==> config.mk <==
export PLATFORM = sky130hd
export DESIGN_NAME = enc8b10b_tx
export DESIGN_NICKNAME = d
export VERILOG_FILES = /design/src/rtl/enc8b10b_tx.sv
export SDC_FILE = /design/constraint.sdc
export NUM_CORES = 1
export LEC_CHECK = 0
export CORE_AREA = 5 5 73 75
export CTS_BUF_LIST = sky130_fd_sc_hd__clkbuf_4
export DETAILED_ROUTE_END_ITERATION = 16
export DIE_AREA = 0 0 78 80
export GPL_TIMING_DRIVEN = 0
export PLACE_DENSITY = 0.71
export SLEW_MARGIN = 25
export SYNTH_ARGS = -nofsm -noshare
export SYNTH_HDL_FRONTEND = slang
export SYNTH_SLANG_ARGS = --single-unit
==> constraint.sdc <==
create_clock -name clk_i -period 3 [get_ports clk_i]
set_clock_uncertainty 0.1 [all_clocks]
set_input_delay 0.45 -clock clk_i [delete_from_list [all_inputs] [get_ports clk_i]]
set_output_delay 0.45 -clock clk_i [all_outputs]
set_load 0.05 [all_outputs]
Run 1, register map, names as in the netlist:
Other sequential cells in the stronger gray, the rest of the logic in the fainter gray.
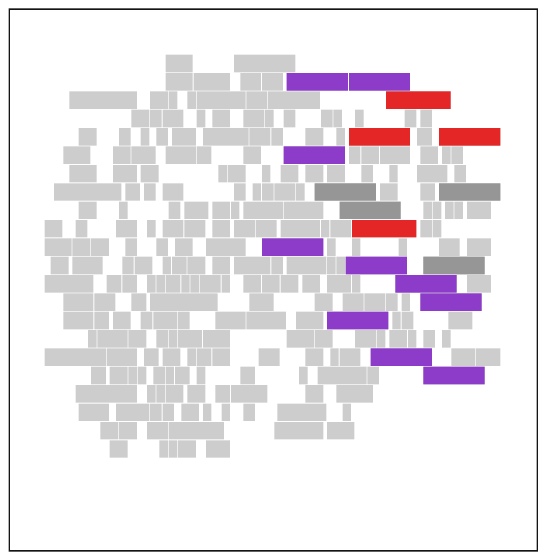
shiftReg_q -> purple  # flops 10
bitCnt_q -> red  # flops 4, where north-east
Seq. cell area: 452.9 µm²
flop share of the area: 18.73%
Util after Layout: 52.60%
Power Sequential: 395 µW

Run 1, a small window of the routed layout:
Scale bar: 20 µm. Region (0, 0) to (50, 50) µm. Cells in gray, sequential cells in the stronger gray; small squares are vias.
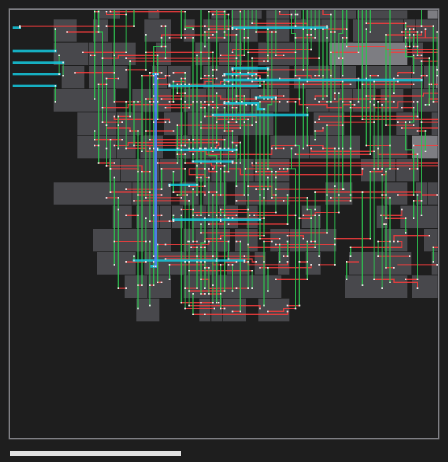
met2 -> green
met3 -> cyan
met1 -> red
met4 -> blue
cells with their middle in the window = 123
most frequent = buf_4 (17), nor2_1 (8)
sequential cells in the window = 1

Run 1, wire density map:
Scale bar: 20 µm. 16 x 16 tiles, from black (low) to pale yellow (high), scaled to the fullest tile. Values are wire area over tile area, all layers added.
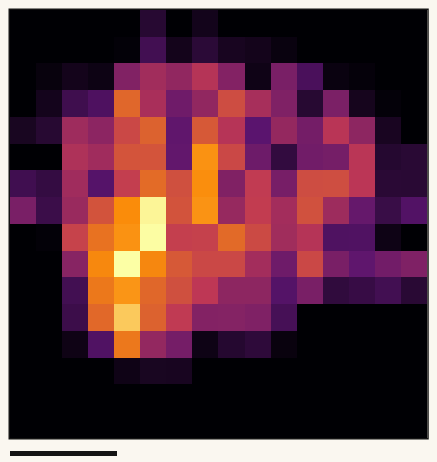
densest ninth of the die = center
nearly empty tiles = 39%
emptiest ninth of the die = south-east
via count: 1712
Overall Global Routing Usage: 15.14%
WL final: 4.589 mm
post-DR wirelength/cell: 15.00 µm

==> metrics.csv, run 1 <==
metric,value,unit
status,"complete, but fails checks",
failing checks,setup timing,
post-DR vias/cell,5.595,
crit path DAT,7.04,ns
die width,78,µm
drt first pass iters,4,
YS chip area,1793,µm²
leakage dissipation,0.001044,µW
"worst slack, placed",-5.432,ns
clock root buffer,clkbuf_4,
Pwr Total,1298,µW
HPWL after DPL,3.341,mm
maximum buffer depth of the clock tree,2,
first-pass GRT wire length,7.838,mm
fillers,430,
worst setup margin,-3.969,ns
Worst slew margin,46.41,%
Power per Cell Area,536.9,nW/µm²
Ports,17,
FP Core Util,38.99,%
Max Cap Viol,0,
Chip Height,80,µm
"Req. time, crit path",3.07,ns
ys flops,18,
RePlAce Congestion,0.8674,
Slowest Stage Delay on Critical Path,0.45,ns
top area contributor share,22.33,%
initial drt markers,101,
synthesized area per cell,8.704,µm²
Setup-failing EPs final,11,
DRC errors left,0,
## run 1: cells in the final DEF, fill, tap and decap left out, types with 3 or more instances in the layout
master	count
a211oi_1	3
a21oi_1	6
a31oi_1	3
buf_4	27
buf_6	6
clkbuf_1	3
clkbuf_4	3
clkdlybuf4s50_1	6
dfrtp_1	16
fa_1	4
ha_1	8
ha_4	3
inv_1	13
inv_2	3
mux2i_1	3
nand2_1	20
nand3_1	4
nand3b_1	4
nor2_1	14
nor3_1	4
o21ai_0	11
o21ai_1	5
o22ai_1	3
xnor2_1	3
xor2_1	7
## run 1: critical path, delay by kind of cell
kind	cells	cell delay (ns)
AND/OR/NAND/NOR	6	1.04
XOR/XNOR	3	0.55
buffers and inverters	4	0.27
multiplexers	3	1.03
adder cells (fa/ha/maj)	8	2.46
AND-OR/OR-AND	6	1.21
## run 1: cell families after synthesis
group | count (synthesis) | share of synthesized area [%]
xor+xnor | 13 | 6.350
buf+inv | 25 | 5.582
flops | 18 | 25.26
mux | 5 | 3.559
simple gates | 72 | 21.28
fa+ha+maj | 17 | 13.54
compound gates | 56 | 24.42
## run 1: report_power, final
group	switching, µW	internal (µW)	total [µW]	leakage (µW)
Sequential	56.9	338	395	0.000230
Combinational	414	367	781	0.000799
Clock	73.9	48.4	122	0.0000154
## run 1: layer usage
metal	GRT usage (%)	wire (µm)	up-vias
met2	25.96	2264	48
met1	20.25	2038	821
met4	4.223	57	0
met3	1.354	228	6
met5	0	0	-
li1	-	-	837
## run 1: metrics by stage
step	cell area (µm²)	setup TNS (ns)	hold slack, ns	std cells	util [%]
global route	2419	-36.27	0.3975	306	52.60
global placement	2103	-46.77	0.3349	276	45.74
detailed placement	2103	-47.86	0.3470	276	45.74
floorplan	1876	-34.30	0.05441	206	-
finish	2419	-33.85	0.3613	306	52.60
CTS	2366	-33.25	0.3689	299	51.46
## run 1: final cells by class
cell class	count	share of cell area (%)
Multi-Input combinational cell	163	58.04
Sequential cell	18	18.73
Timing Repair Buffer	42	15.11
Inverter	18	2.897
Tap cell	54	2.794
Buffer	7	1.345
Clock buffer	3	0.9312
Clock inverter	1	0.1552
## run 1: what timing repair did
item,CTS,global route
hold endpoints to repair,0,0
gates resized,60,4
setup buffers,19,7
setup endpoints to repair,11,11
pin swaps,19,9
hold buffers,0,0
==> run 1 -> run 2 <==
- CORE_AREA: 5 5 73 75 -> 2 2 70 72
- DIE_AREA: 0 0 78 80 -> 0 0 72 74
Run 2, register map, names as in the netlist:
Other sequential cells in the stronger gray, the rest of the logic in the fainter gray.
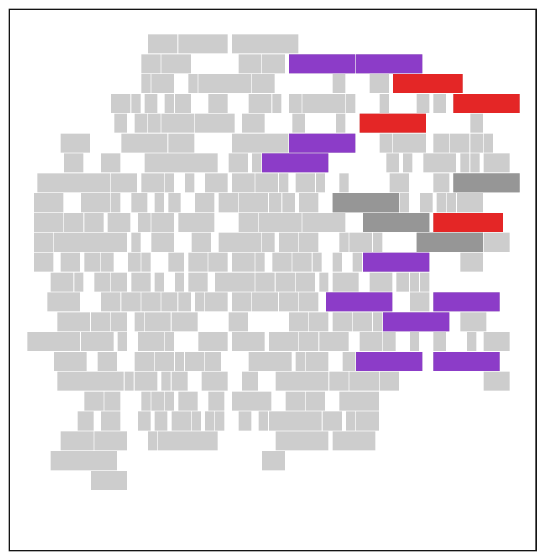
bitCnt_q -> red  # flops 4, where north-east
shiftReg_q -> purple  # flops 10
not colored = 4
Util after Layout: 55.21%
flop share of the area: 17.84%

==> metrics.csv, run 2 <==
metric,value,unit,change
Max Cap Viol,0,,unchanged
post-DR wirelength/cell,15.72,µm,+4.8%
failing checks,setup timing,,
Top cell excl fill/tap,buf_4,,
post-DR vias/cell,5.547,,-0.85%
maximum buffer depth of the clock tree,2,,unchanged
YS chip area,1793,µm²,unchanged
Setup-failing EPs final,11,,unchanged
"worst slack, placed",-5.448,ns,-0.01620 ns
Pwr Total,1338,µW,+3.0%
Slowest Stage Delay on Critical Path,0.46,ns,about the same
Power per Cell Area,527.0,nW/µm²,-1.8%
crit path DAT,7.07,ns,+0.03 ns
initial drt markers,137,,+36%
leakage dissipation,0.001106,µW,+6.0%
synthesized area per cell,8.704,µm²,unchanged
RePlAce Congestion,0.8522,,-1.8%
worst setup margin,-3.996,ns,-0.02732 ns
"Req. time, crit path",3.08,ns,about the same
Worst slew margin,43.17,%,-3.2 points
ys flops,18,,unchanged
HPWL after DPL,3.188,mm,-4.6%
status,"complete, but fails checks",,
setup TNS,-34.23,ns,-0.3733 ns
die width,72,µm,-7.7%
Top cells excl fill/tap,"buf_4, nand2_1, dfrtp_1",,
GRT met2 Usage,33.02,%,+7.1 points
met3 global-route usage,1.762,%,+0.41 points
Run 2, metal layers overlaid:
Scale bar: 20 µm. Two of the layers only.
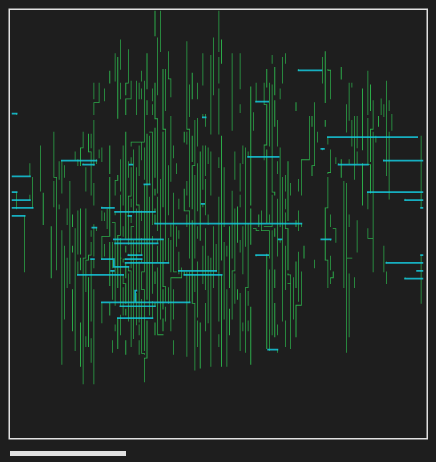
met2 -> green  # wire length 2460 µm
met3 -> cyan  # wire length 210 µm
WL final: 4.998 mm
Overall Global Routing Usage: 18.99%

==> run 2: cell counts after synthesis <==
No cell type changed its count.
==> run 2: timing repair <==
item,CTS,global route
setup buffers,32,6
gates resized,63,6
pin swaps,18,8
hold buffers,0,0
endpoints found under the setup margin,11,11
==> run 2: logic make-up (layout without fill, tap and decap cells) <==
logic type | Yosys count | count (layout) | share of synthesized area, %
AND/OR/NAND/NOR | 72 | 72 | 21.28
AND-OR/OR-AND | 56 | 56 | 24.42
buffers and inverters | 25 | 83 | 5.582
flip-flops | 18 | 18 | 25.26
adder cells (fa/ha/maj) | 17 | 17 | 13.54
XOR/XNOR | 13 | 13 | 6.350
multiplexers | 5 | 5 | 3.559
==> run 2: critical path: cells and delay by family <==
kind	cells	cell delay [ns]
xor+xnor	3	0.57
fa+ha+maj	8	2.45
mux	3	1.04
simple gates	6	1.06
buf+inv	4	0.27
compound gates	6	1.22
==> run 2: routing by layer <==
metal / vias to the layer above / part of all wire (%)
met5: - / 0
met4: 0 / 3.0
met3: 19 / 4.2
met2: 67 / 49
met1: 817 / 44
li1: 861 / -
==> run 2: area by class of cell <==
type | count | area [µm²]
Multi-Input combinational cell | 163 | 1424
Buffer | 7 | 32.53
Clock inverter | 1 | 3.754
Sequential cell | 18 | 452.9
Fill cell | 413 | 2059
Timing Repair Buffer | 54 | 465.4
Clock buffer | 3 | 22.52
Inverter | 18 | 70.07
Tap cell | 54 | 67.56
==> run 2: where the power goes <==
group	total [µW]	switching, µW	internal, µW
sequential	395	57.0	338
clock	123	75.0	48.4
combinational	819	435	384
==> run 2: stage by stage <==
stage | instance area [µm²] | instances | hold WS [ns]
floorplan | 1876 | 206 | 0.05441
global placement | 2103 | 276 | 0.3362
detailed placement | 2103 | 276 | 0.3502
CTS | 2470 | 312 | 0.3697
global route | 2539 | 318 | 0.4083
finish | 2539 | 318 | 0.3655
Power is estimated from default activity; no workload was simulated.
